## src/rtl/instr_fetch_stage.sv

```systemverilog
// instr_fetch_stage
// Instruction-fetch stage: owns the PC, fetches one word at a time from
// instruction memory (req/ack) and hands each instruction plus its address
// to decode (valid/ready). A flush redirects the PC and abandons any
// in-flight work; an outstanding memory request is always allowed to
// complete (DRAIN) before the redirected fetch is issued.
//
// Ports
//   clk, rst            clock, asynchronous active-high reset
//   next_pc             next address from next-PC logic, taken on decode handshake
//   flush, flush_pc     redirect request / target (flush overrides everything)
//   pc                  current PC register
//   imem_req/addr       fetch request and address (address stable while pending)
//   imem_ack/rdata      one-cycle acknowledge with read data
//   out_valid/ready     instruction handshake towards decode
//   out_instr, out_pc   delivered instruction and its address
//   misaligned          sticky: some loaded PC had nonzero bits [1:0]
module instr_fetch_stage #(
  parameter logic [31:0] RESET_PC = 32'h0000_0000
) (
  input  logic        clk,
  input  logic        rst,
  input  logic [31:0] next_pc,
  input  logic        flush,
  input  logic [31:0] flush_pc,
  output logic [31:0] pc,
  output logic        imem_req,
  output logic [31:0] imem_addr,
  input  logic        imem_ack,
  input  logic [31:0] imem_rdata,
  output logic        out_valid,
  input  logic        out_ready,
  output logic [31:0] out_instr,
  output logic [31:0] out_pc,
  output logic        misaligned
);

  typedef enum logic [1:0] {IDLE, FETCH, HOLD, DRAIN} state_t;

  state_t      state, state_nx;
  logic [31:0] pc_nx, addr_nx, instr_nx, opc_nx;
  logic        mis_nx;
  logic        load_en;
  logic [31:0] load_raw;
  logic [31:0] load_al;

  // Every PC load goes through one path so alignment and the sticky flag
  // are handled identically for flush and next_pc sources.
  assign load_al = {load_raw[31:2], 2'b00};

  always_comb begin
    state_nx = state;
    addr_nx  = imem_addr;
    instr_nx = out_instr;
    opc_nx   = out_pc;
    load_en  = 1'b0;
    load_raw = flush_pc;
    case (state)
      IDLE: begin
        state_nx = FETCH;
        addr_nx  = pc;
        if (flush) begin
          load_en = 1'b1;
          addr_nx = load_al;
        end
      end
      FETCH: begin
        if (flush) begin
          load_en = 1'b1;
          if (imem_ack) addr_nx = load_al;
          else          state_nx = DRAIN;
        end else if (imem_ack) begin
          instr_nx = imem_rdata;
          opc_nx   = imem_addr;
          state_nx = HOLD;
        end
      end
      DRAIN: begin
        // The old request stays on the bus; only pc tracks the newest redirect.
        if (flush) load_en = 1'b1;
        if (imem_ack) begin
          addr_nx  = flush ? load_al : pc;
          state_nx = FETCH;
        end
      end
      HOLD: begin
        if (flush) begin
          load_en  = 1'b1;
          addr_nx  = load_al;
          state_nx = FETCH;
        end else if (out_ready) begin
          load_en  = 1'b1;
          load_raw = next_pc;
          addr_nx  = load_al;
          state_nx = FETCH;
        end
      end
      default: state_nx = IDLE;
    endcase
    pc_nx  = load_en ? load_al : pc;
    mis_nx = misaligned | (load_en & (|load_raw[1:0]));
  end

  always_ff @(posedge clk or posedge rst) begin
    if (rst) begin
      state      <= IDLE;
      pc         <= RESET_PC;
      imem_addr  <= RESET_PC;
      out_instr  <= '0;
      out_pc     <= '0;
      misaligned <= 1'b0;
    end else begin
      state      <= state_nx;
      pc         <= pc_nx;
      imem_addr  <= addr_nx;
      out_instr  <= instr_nx;
      out_pc     <= opc_nx;
      misaligned <= mis_nx;
    end
  end

  assign imem_req  = (state == FETCH) || (state == DRAIN);
  assign out_valid = (state == HOLD);

endmodule

```

## config.mk

```make
export PLATFORM = sky130hd
export DESIGN_NAME = instr_fetch_stage
export DESIGN_NICKNAME = d
export VERILOG_FILES = /design/src/rtl/instr_fetch_stage.sv
export SDC_FILE = /design/constraint.sdc
export NUM_CORES = 1
export LEC_CHECK = 0
export ABC_AREA = 0
export CAP_MARGIN = 25
export CORE_UTILIZATION = 45
export CTS_CLUSTER_DIAMETER = 200
export DETAILED_ROUTE_END_ITERATION = 10
export HOLD_SLACK_MARGIN = 0.02
export PLACE_DENSITY = 0.81
export SYNTH_ARGS = -nofsm -noshare
export SYNTH_HDL_FRONTEND = slang
export SYNTH_SLANG_ARGS = --single-unit
```

## constraint.sdc

```tcl
create_clock -name clk -period 4.85 [get_ports clk]
set_input_delay 0.485 -clock clk [delete_from_list [all_inputs] [get_ports clk]]
set_output_delay 0.485 -clock clk [all_outputs]
set_load 0.02 [all_outputs]
```

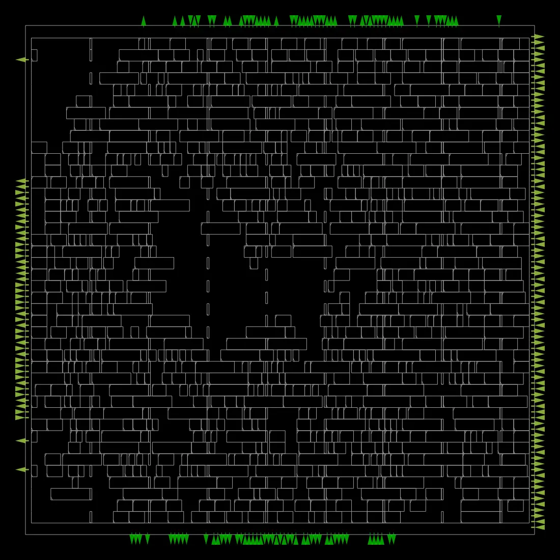
(cell placement)
Core ar.: 13400 µm²
TAP cells: 176

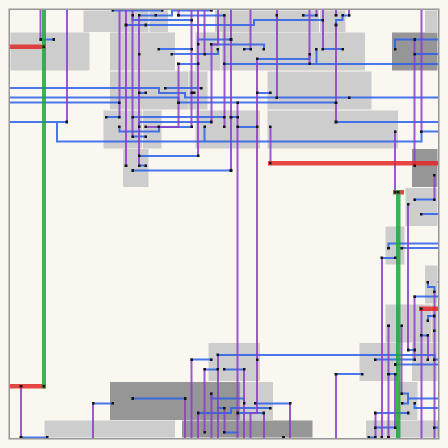
(a small window of the routed layout)
Region (45, 45) to (75, 75) µm. Cells in grey, sequential cells in the stronger grey; small squares are vias.
M3: marked red. M4: marked green. M1: marked blue. M2: marked purple.
Netlist names of flops here include `pc` (1). 25 logic cells have their middle in the window. Most frequent: nor2_1 (3). Sequential cells in the window: 1.

==> results.toml <==
# physical design summary
[global_routing]
grt_use_total_pct = 26.3
grt_pass1_vias = 5696
grt_pass1_wl_um = 29000
met2_usage_pct = 45.0
overflow = 0

[synthesis]
netlist_top_cells_count = "125 x dfrtp_1, 121 x nor2_1, 36 x inv_1"
ys_area_um2 = 6260
top_cell = "dfrtp_1"
syn_area_um2 = 6260
synth_stat.cells = 632
edf_count = 0
synthArstFlopShare_pct = 100
ys_warn_count = 0
yosys.stat.seqShare_pct = 50.0
synthDistinctLibCells = 29
netlist_instances = 632
ys_ff = 125
yosys.area.top_type_share_pct = 50.0
synthFlopType = "dfrtp_1"

[place]
place_area_um2 = 8530
dp_slack_ns = 2.14

[sta]
holdWs_ns = 0.478
worst_pin_slew_ns = 1.02
fin_worst_skew_ns = 0.00459
fin_setup_tns_ns = 0
relSlewSlack_pct = 31.8
fmax_mhz = 344
finalSetupViolations = 0
fin_crit_sh_pct = 60.0
rsz0062_at_grt = "false"

[cells_and_area]
num-multi-input-gates = 422
finalNetCount = 937
sh_seq_area_pct = 34.2
layout.cells.non_filler = 1022
num-nonclk-inverters = 36
syn_to_final_growth_pct = 46.0
seq_cells = 125
largest_register_ff_count = 32
clock_cell_area_share_pct = 6.67
top_area_cell_class = "sequential cells"
postLayoutCellArea_um2 = 9140
nClkBuffers = 20

[clocking]
clockBufferDepth = 2
ctsHoldBuffers = 0
cts-resized-gates = 0
root_buffer = "clkbuf_16"

[power_and_ir_drop]
power.share.clock_pct = 22.4
power_leakage_uw = 0.00398
pg_seq_uw = 1750
internal-power_uw = 3620
swShare_pct = 37.8
comb_power_share_pct = 47.6
powerDensity_nw_per_um2 = 637

[die]
chipArea_um2 = 14400
fp.dieH_um = 120
io_pins = 232
initial_core_util_pct = 46.7
rows = 42

[worst_setup_path]
reg2reg_slack_ns = 2.09
crit_arrival_ns = 2.43
cp-startpoint = "state[0]"
cp_slowest_cell = "clkdlybuf4s50_1"
cp-start-kind = "flip-flop"
critPathBufInv = 2
critPathKind = "flip-flop to output port"
critPathRequiredTime_ns = 4.37
reg2reg_from = "state[0]"
cp_slowest_stage_delay_ns = 0.76
r2r_end = "imem_addr[24]"

[min_path]
hold_depth = 2
hold_path_end = "out_pc[24]"
hp-start = "out_pc[24]"

[detailed_routing]
routed_wl_um = 18400
viasPerCell = 5.39
wl_met3_um = 1180
dr.pass1.iters = 5

[flow_run]
warning_count = 30

[status]
status = "finished clean"
